<file path="src/rtl/router_3of6_pkg.sv">
// Shared constants, FSM state type and 3-of-6 symbol helpers for the router
// transmit path.
package router_3of6_pkg;

  localparam int unsigned SYM_W     = 6;
  localparam int unsigned NUM_SYM   = 8;
  localparam int unsigned WORD_W    = NUM_SYM * SYM_W;
  localparam int unsigned PAYLOAD_W = 24;

  typedef enum logic [0:0] {
    IDLE = 1'b0,
    SEND = 1'b1
  } tx_state_t;

  function automatic logic is_3of6(input logic [SYM_W-1:0] sym);
    return ($countones(sym) == 3);
  endfunction

endpackage

</file>
<file path="src/rtl/weight_check_3of6.sv">
// Combinational per-symbol weight check: bit k is set when symbol k of the
// word does not carry exactly three ones.
module weight_check_3of6 #(
  parameter int unsigned NUM_SYM = 8,
  parameter int unsigned SYM_W   = 6
) (
  input  logic [NUM_SYM*SYM_W-1:0] i_word,
  output logic [NUM_SYM-1:0]       o_err_vec
);

  import router_3of6_pkg::*;

  for (genvar k = 0; k < NUM_SYM; k++) begin : g_sym
    assign o_err_vec[k] = !is_3of6(i_word[k*SYM_W +: SYM_W]);
  end

endmodule

</file>
<file path="src/rtl/tx_3of6_serializer.sv">
// Serialises 48-bit 3-of-6 encoded words into eight 6-bit link symbols,
// MS symbol first, with one-word pending buffer and weight-error reporting.
module tx_3of6_serializer #(
  parameter int unsigned NUM_SYM   = 8,
  parameter int unsigned SYM_W     = 6,
  parameter int unsigned ERR_CNT_W = 8
) (
  input  logic                     clk,
  input  logic                     rst_n,
  input  logic [NUM_SYM*SYM_W-1:0] in_word,
  input  logic                     in_valid,
  output logic                     in_ready,
  output logic [SYM_W-1:0]         sym_out,
  output logic                     sym_valid,
  input  logic                     sym_ready,
  output logic                     sym_first,
  output logic                     sym_last,
  output logic                     enc_err,
  output logic [ERR_CNT_W-1:0]     err_count
);

  import router_3of6_pkg::*;

  localparam int unsigned WORD_BITS = NUM_SYM * SYM_W;
  localparam int unsigned CNT_W     = (NUM_SYM > 1) ? $clog2(NUM_SYM) : 1;
  localparam logic [CNT_W-1:0] CNT_LOAD = CNT_W'(NUM_SYM - 1);

  tx_state_t              r_state, w_state_nxt;
  logic [WORD_BITS-1:0]   r_sr, w_sr_nxt;
  logic [WORD_BITS-1:0]   r_pr, w_pr_nxt;
  logic                   r_pr_full, w_pr_full_nxt;
  logic [CNT_W-1:0]       r_cnt, w_cnt_nxt;
  logic                   r_valid, w_valid_nxt;
  logic                   r_first, w_first_nxt;
  logic                   r_last, w_last_nxt;
  logic                   r_enc_err;
  logic [ERR_CNT_W-1:0]   r_err_cnt;

  logic                   w_in_xfer;
  logic                   w_beat;
  logic                   w_bypass;
  logic                   w_word_err;
  logic [NUM_SYM-1:0]     w_err_vec;

  weight_check_3of6 #(
    .NUM_SYM (NUM_SYM),
    .SYM_W   (SYM_W)
  ) u_wchk (
    .i_word    (in_word),
    .o_err_vec (w_err_vec)
  );

  assign in_ready   = !r_pr_full;
  assign w_in_xfer  = in_valid && !r_pr_full;
  assign w_beat     = r_valid && sym_ready;
  assign w_word_err = |w_err_vec;
  // Last beat with nothing pending: a new word goes straight into SR.
  assign w_bypass   = (r_state == SEND) && w_beat && (r_cnt == '0) && !r_pr_full;

  always_comb begin
    w_state_nxt   = r_state;
    w_sr_nxt      = r_sr;
    w_pr_nxt      = r_pr;
    w_pr_full_nxt = r_pr_full;
    w_cnt_nxt     = r_cnt;
    w_valid_nxt   = r_valid;
    w_first_nxt   = r_first;
    w_last_nxt    = r_last;

    unique case (r_state)
      IDLE: begin
        w_valid_nxt = 1'b0;
        w_first_nxt = 1'b0;
        w_last_nxt  = 1'b0;
        if (w_in_xfer) begin
          w_sr_nxt    = in_word;
          w_cnt_nxt   = CNT_LOAD;
          w_valid_nxt = 1'b1;
          w_first_nxt = 1'b1;
          w_state_nxt = SEND;
        end
      end

      SEND: begin
        if (w_beat) begin
          if (r_cnt != '0) begin
            w_sr_nxt    = r_sr << SYM_W;
            w_cnt_nxt   = r_cnt - CNT_W'(1);
            w_first_nxt = 1'b0;
            w_last_nxt  = (r_cnt == CNT_W'(1));
          end else if (r_pr_full) begin
            w_sr_nxt      = r_pr;
            w_pr_full_nxt = 1'b0;
            w_cnt_nxt     = CNT_LOAD;
            w_first_nxt   = 1'b1;
            w_last_nxt    = 1'b0;
          end else if (w_in_xfer) begin
            w_sr_nxt    = in_word;
            w_cnt_nxt   = CNT_LOAD;
            w_first_nxt = 1'b1;
            w_last_nxt  = 1'b0;
          end else begin
            w_valid_nxt = 1'b0;
            w_first_nxt = 1'b0;
            w_last_nxt  = 1'b0;
            w_state_nxt = IDLE;
          end
        end

        if (w_in_xfer && !w_bypass) begin
          w_pr_nxt      = in_word;
          w_pr_full_nxt = 1'b1;
        end
      end

      default: begin
        w_state_nxt = IDLE;
        w_valid_nxt = 1'b0;
        w_first_nxt = 1'b0;
        w_last_nxt  = 1'b0;
      end
    endcase
  end

  always_ff @(posedge clk or negedge rst_n) begin
    if (!rst_n) begin
      r_state   <= IDLE;
      r_sr      <= '0;
      r_pr      <= '0;
      r_pr_full <= 1'b0;
      r_cnt     <= '0;
      r_valid   <= 1'b0;
      r_first   <= 1'b0;
      r_last    <= 1'b0;
    end else begin
      r_state   <= w_state_nxt;
      r_sr      <= w_sr_nxt;
      r_pr      <= w_pr_nxt;
      r_pr_full <= w_pr_full_nxt;
      r_cnt     <= w_cnt_nxt;
      r_valid   <= w_valid_nxt;
      r_first   <= w_first_nxt;
      r_last    <= w_last_nxt;
    end
  end

  // Errored words are still forwarded; only the flag and counter react.
  always_ff @(posedge clk or negedge rst_n) begin
    if (!rst_n) begin
      r_enc_err <= 1'b0;
      r_err_cnt <= '0;
    end else begin
      r_enc_err <= w_in_xfer && w_word_err;
      if (w_in_xfer && w_word_err && (r_err_cnt != '1)) begin
        r_err_cnt <= r_err_cnt + ERR_CNT_W'(1);
      end
    end
  end

  assign sym_out   = r_sr[WORD_BITS-1 -: SYM_W];
  assign sym_valid = r_valid;
  assign sym_first = r_first;
  assign sym_last  = r_last;
  assign enc_err   = r_enc_err;
  assign err_count = r_err_cnt;

endmodule
</file>
<file path="config.mk">
export PLATFORM = sky130hd
export DESIGN_NAME = tx_3of6_serializer
export DESIGN_NICKNAME = d
export VERILOG_FILES = /design/src/rtl/router_3of6_pkg.sv /design/src/rtl/weight_check_3of6.sv /design/src/rtl/tx_3of6_serializer.sv
export SDC_FILE = /design/constraint.sdc
export NUM_CORES = 1
export LEC_CHECK = 0
export ABC_AREA = 1
export CORE_AREA = 8 8 121 123
export CTS_BUF_LIST = sky130_fd_sc_hd__clkbuf_4 sky130_fd_sc_hd__clkbuf_8 sky130_fd_sc_hd__clkbuf_16
export CTS_CLUSTER_DIAMETER = 50
export CTS_CLUSTER_SIZE = 30
export DETAILED_ROUTE_END_ITERATION = 8
export DIE_AREA = 0 0 129 131
export PLACE_DENSITY_LB_ADDON = 0.05
export RECOVER_POWER = 25
export SYNTH_ARGS = -nofsm -noshare
export SYNTH_HDL_FRONTEND = slang
export SYNTH_SLANG_ARGS = --single-unit
</file>
<file path="constraint.sdc">
create_clock -name clk -period 2 [get_ports clk]
set_clock_uncertainty 0.05 [all_clocks]
set_input_delay 0.5 -clock clk [delete_from_list [all_inputs] [get_ports clk]]
set_output_delay 0.5 -clock clk [all_outputs]
set_load 0.02 [all_outputs]
</file>
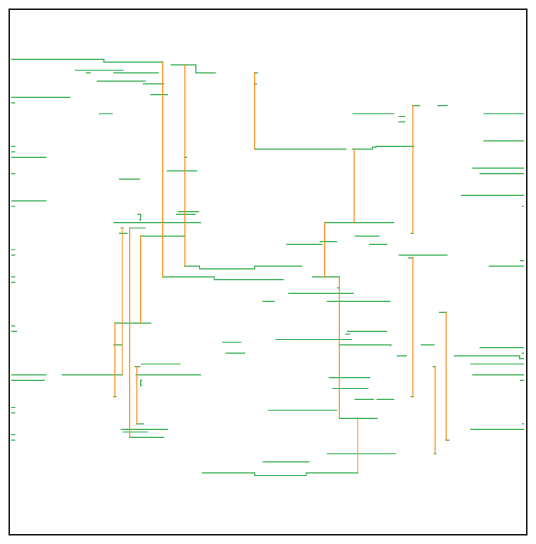
Fig. 1. Routed metal, one color a layer (run 1).
(4 px per um) Two of the layers only.
legend:
  orange:
    layer: metal 4
    wire_length: 468 um
  green:
    layer: metal 3
    wire_length: 836 um

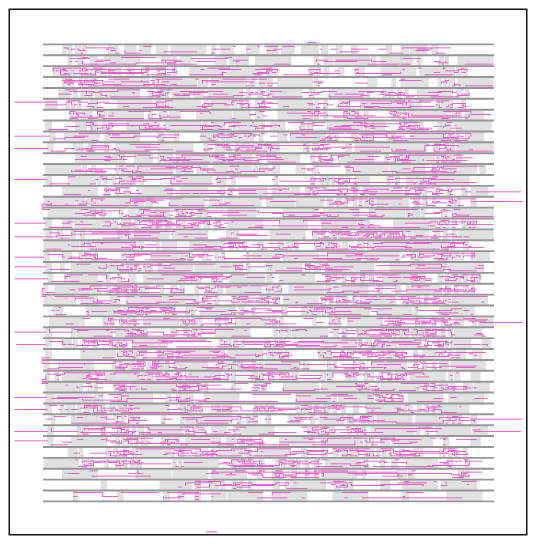
Fig. 2. Met1 routing (run 1).
(4 px per um) Supply wires on this layer in gray.
share of all routed wire: 45%
wire length on this layer: 8360 um
nets with wire on the layer: 1109
main direction: horizontal

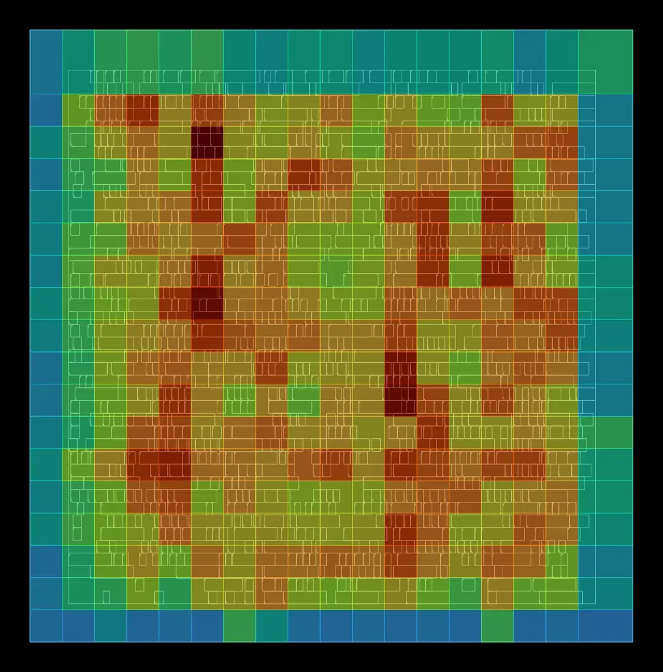
Fig. 3. Congestion heat map (run 1).
GRT Total Usage: 23.8%
global-route met1 utilization: 31.0%
M2 GR Usage: 38.4%
grt met3 use: 4.34%
final core occ: 72.3%

[run 1: layer usage]
metal | global-route usage (%) | vias to the layer above | share of wire, %
li1 | - | 3358 | -
met1 | 31.0 | 3158 | 45
met2 | 38.4 | 174 | 48
met3 | 4.34 | 37 | 4.5
met4 | 10.3 | 0 | 2.5
met5 | 0 | - | 0
[run 1: where the power goes]
| group | internal (mW) | switching, mW | total [mW] |
|---|---|---|---|
| Combinational | 1.53 | 2.26 | 3.79 |
| Clock | 2.22 | 1.08 | 3.30 |
| Sequential | 3.20 | 0.655 | 3.86 |
[run 1: state kept, by name, summed over array words and instances (netlist names)]
name,count
enc_err,1
err_count,8
r_cnt,3
r_pr,48
r_pr_full,1
r_sr,48
r_state,1
sym_first,1
sym_last,1
sym_valid,1
==> datasheet_impl.txt, run 1 <==
Characteristics after synthesis and place and route

Parameter                              Value

Drt
  Remaining antenna violation count    0
  Drt first-iter violations    610
  Vias    a little under 7000
  Post-detailed-route DRC marker count    0
  Total wire length after detailed routing    18.7 mm

Critical path
  Worst r2r path cells    8
  Critical path peak fanout    8
  Kind of start point of the critical path    input pin
  Cell type with the highest occurrence count on the critical path    sky130_fd_sc_hd__nand2_1
  Critical Path End    err_count[0]$_DFFE_PN0P_

STA
  Slew Viols, Final    67
  Final worst path period need    2.15 ns
  Final setup violation count    9
  Peak clock frequency supported by timing    approximately 0.47 GHz
  PnR worst setup slack    -0.147 ns
  Relative slew slack    -1.36%
  Hold Fails Final Rpt    0

Logic synthesis
  Post-synthesis chip area from yosys    7210 sq um
  Biggest combinational cell group after synthesis    simple AND/OR/NAND/NOR gates
  Post-synthesis async set-or-reset flop share    100%
  Part of the Yosys area used for sequential elements    39.2%
  Syn_nets    about 1100
  Area fraction in and, or, nand and nor cells    between 20% and 30%
  Summed instance area of the synthesized netlist    around 7200 sq um
  Most instantiated library cell after synthesis    sky130_fd_sc_hd__nand2_1
  Dominant Register Cell    sky130_fd_sc_hd__dfrtp_1
  Mean instance size in the synthesized netlist    around 7.2 sq um
  Unique cell type count in the Yosys netlist    26
  Cells taking the most area after synthesis    sky130_fd_sc_hd__dfrtp_1, sky130_fd_sc_hd__nand2_1, sky130_fd_sc_hd__o21ai_0

Cells and area
  Flip-flop and latch share of the layout cell area    a little under a third
  Fillers    1081
  Total of plain and repair buffers excluding clock buffers    around 130
  Share of cells above drive strength 1    19.2%
  Most frequently placed logic cells in the final layout    sky130_fd_sc_hd__nand2_1, sky130_fd_sc_hd__nor2_1, sky130_fd_sc_hd__o21ai_0
  Finished Layout Cells    1274
  Clock buf/inv share    under 10%
  Post-layout net count    between 1000 and 1500

Run
  Tool warning count    31
  Number of max-capacitance violations reported    1

Clock network
  Clock tree from TritonCTS    done
  TritonCTS buffer count    17
  Clk_lat worst skew    0.42 ns

Global route
  Maximum number of pins on one net before global-route repair    94
  Wire length of the first global-routing pass    roughly 32 mm
  Initial antenna violation count    0

Placed design
  Gpl congestion    about 0.80
  Half-perimeter wire length after placement    roughly 12 mm
  Placement Cell Area    8670 sq um

Outcome
  Result of the run    finished with violations
  Violations in the final reports    capacitance limit, slew limit, setup timing

Min path
  Cell depth of the worst min-delay path    3
  Worst min-delay path class    in2reg

Die
  Share of the core filled by cells before placement    a little under three fifths
  Number of tap cells inserted    176

Power and ir drop
  Maximum resistive drop on vdd    around 0.8 mV
## Run 2: what changed since run 1
Settings changed: CAP_MARGIN set to 15, SLEW_MARGIN set to 25.
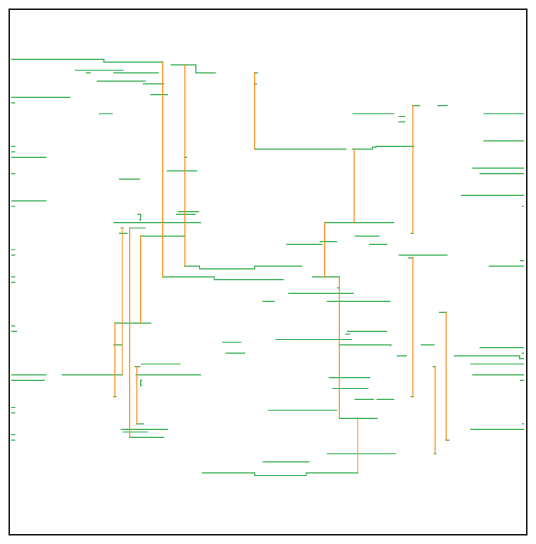
Fig. 4. Routed metal, one color a layer (run 2).
(4 px per um) Two of the layers only.
legend:
  orange:
    layer: metal 4
    wire_length: 468 um
  green:
    layer: metal 3
    wire_length: 836 um

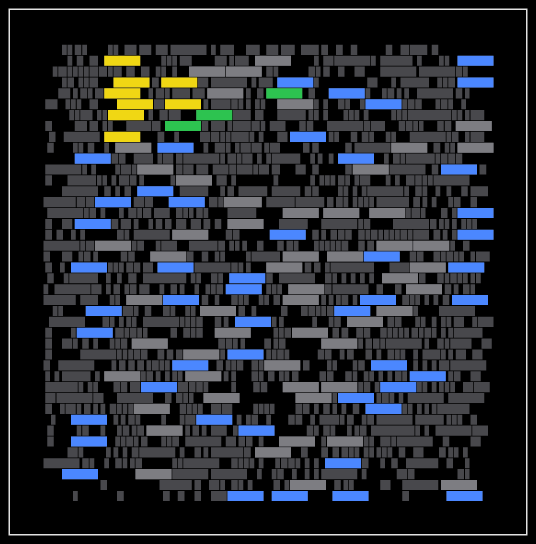
Fig. 5. Where the registers sit (run 2).
(4 px per um)
legend:
  blue:
    name_in_the_netlist: `r_pr`
    sequential_cells: 48
    where: spread over the die
  yellow:
    name_in_the_netlist: `err_count`
    sequential_cells: 8
    where: north-west
  green:
    name_in_the_netlist: `r_cnt`
    sequential_cells: 3

==> run 2 against run 1 <==
Net effect: final area unchanged; largest power group unchanged; sequential power about the same; flip-flop count unchanged; area after synthesis unchanged; worst hold slack unchanged; power unchanged; utilization unchanged; via count unchanged; the run still ends with capacitance limit, slew limit, setup timing left; largest cell class unchanged; register-to-register slack about the same.
==> datasheet_impl.txt, run 2 <==
Characteristics after synthesis and place and route

Parameter                              Value

STA
  Final setup violation count    9 (unchanged)
  Slew Viols, Final    67 (unchanged)
  PnR worst setup slack    -0.147 ns (unchanged)

Global route
  Most used routing layer    met2
  Maximum number of pins on one net before global-route repair    94 (unchanged)
  GRT Total Usage    23.8% (unchanged)
  M2 GR Usage    38.4% (unchanged)
  Wire length of the first global-routing pass    31.9 mm (unchanged)

Drt
  Post-detailed-route DRC marker count    0 (unchanged)
  Met2 WL    9.00 mm (unchanged)
  Sum of met3 wire segment lengths after detailed routing    836 um (unchanged)
  Total wire length after detailed routing    18.7 mm (unchanged)
  Vias    6727 (unchanged)
  Drt first-iter violations    610 (unchanged)
  Uppermost routed layer    met4

Power and ir drop
  Dominant power group    sequential cells
  Internal portion of total power    6.95 mW (unchanged)
  Power attributed to combinational cells    3.79 mW (about the same)
  Fraction of power consumed by combinational cells    34.6% (about the same)
  Clock group power    3.30 mW (about the same)
  Net switching power of the design    4.00 mW (unchanged)
  Sequential group share of total power    35.2% (about the same)

Min path
  Worst min-delay path class    in2reg

Logic synthesis
  Post-synthesis async set-or-reset flop share    100% (unchanged)
  Post-synthesis chip area from yosys    7210 sq um (unchanged)
  Syn_nets    1105 (unchanged)
  Summed instance area of the synthesized netlist    7210 sq um (unchanged)
  Dominant Register Cell    sky130_fd_sc_hd__dfrtp_1
  Part of the Yosys area used for sequential elements    39.2% (unchanged)
  Unique cell type count in the Yosys netlist    26 (unchanged)

Cells and area
  Total of plain and repair buffers excluding clock buffers    125 (unchanged)
  Clock buf/inv share    6.91% (unchanged)
  Flip-flop and latch share of the layout cell area    30.4% (unchanged)
  Post-layout net count    1189 (unchanged)

Placed design
  Half-perimeter wire length after placement    12.0 mm (unchanged)

Outcome
  Result of the run    finished with violations
  Violations in the final reports    capacitance limit, slew limit, setup timing

Die
  Share of the core filled by cells before placement    56.0% (unchanged)
  Number of tap cells inserted    176 (unchanged)

Clock network
  Clk_lat worst skew    0.42 ns (about the same)
  Clock tree from TritonCTS    done

Critical path
  Critical Path End    err_count[0]$_DFFE_PN0P_
  Cell type with the highest occurrence count on the critical path    sky130_fd_sc_hd__nand2_1
  Critical path peak fanout    8 (unchanged)

Run
  Number of max-capacitance violations reported    1 (unchanged)
run 2: cell counts in the layout (fill, tap and decap cells not counted):
No cell type changed its count.
run 2: what timing repair did:
item | CTS | global route
setup buffers | 0 | 1
endpoints found under the hold margin | 0 | 0
pin swaps | 40 | 18
setup endpoints to repair | 18 | 18
gates cloned | 1 | 0
gates resized | 242 | 14
run 2: kinds of logic (layout without fill, tap and decap cells):
family	Yosys count	count (layout)	share of synthesized area (%)
fa+ha+maj	52	52	10.7
simple gates	428	429	23.2
xor+xnor	3	3	0.365
compound gates	231	231	16.4
buf+inv	174	270	10.1
flops	113	113	39.2
run 2: tightest hold or removal path, stage by stage:
cell                      delay [ns]
sky130_fd_sc_hd__buf_2          0.12
sky130_fd_sc_hd__inv_1          0.06
sky130_fd_sc_hd__o21ai_0        0.08
Power is estimated from default activity; no workload was simulated.
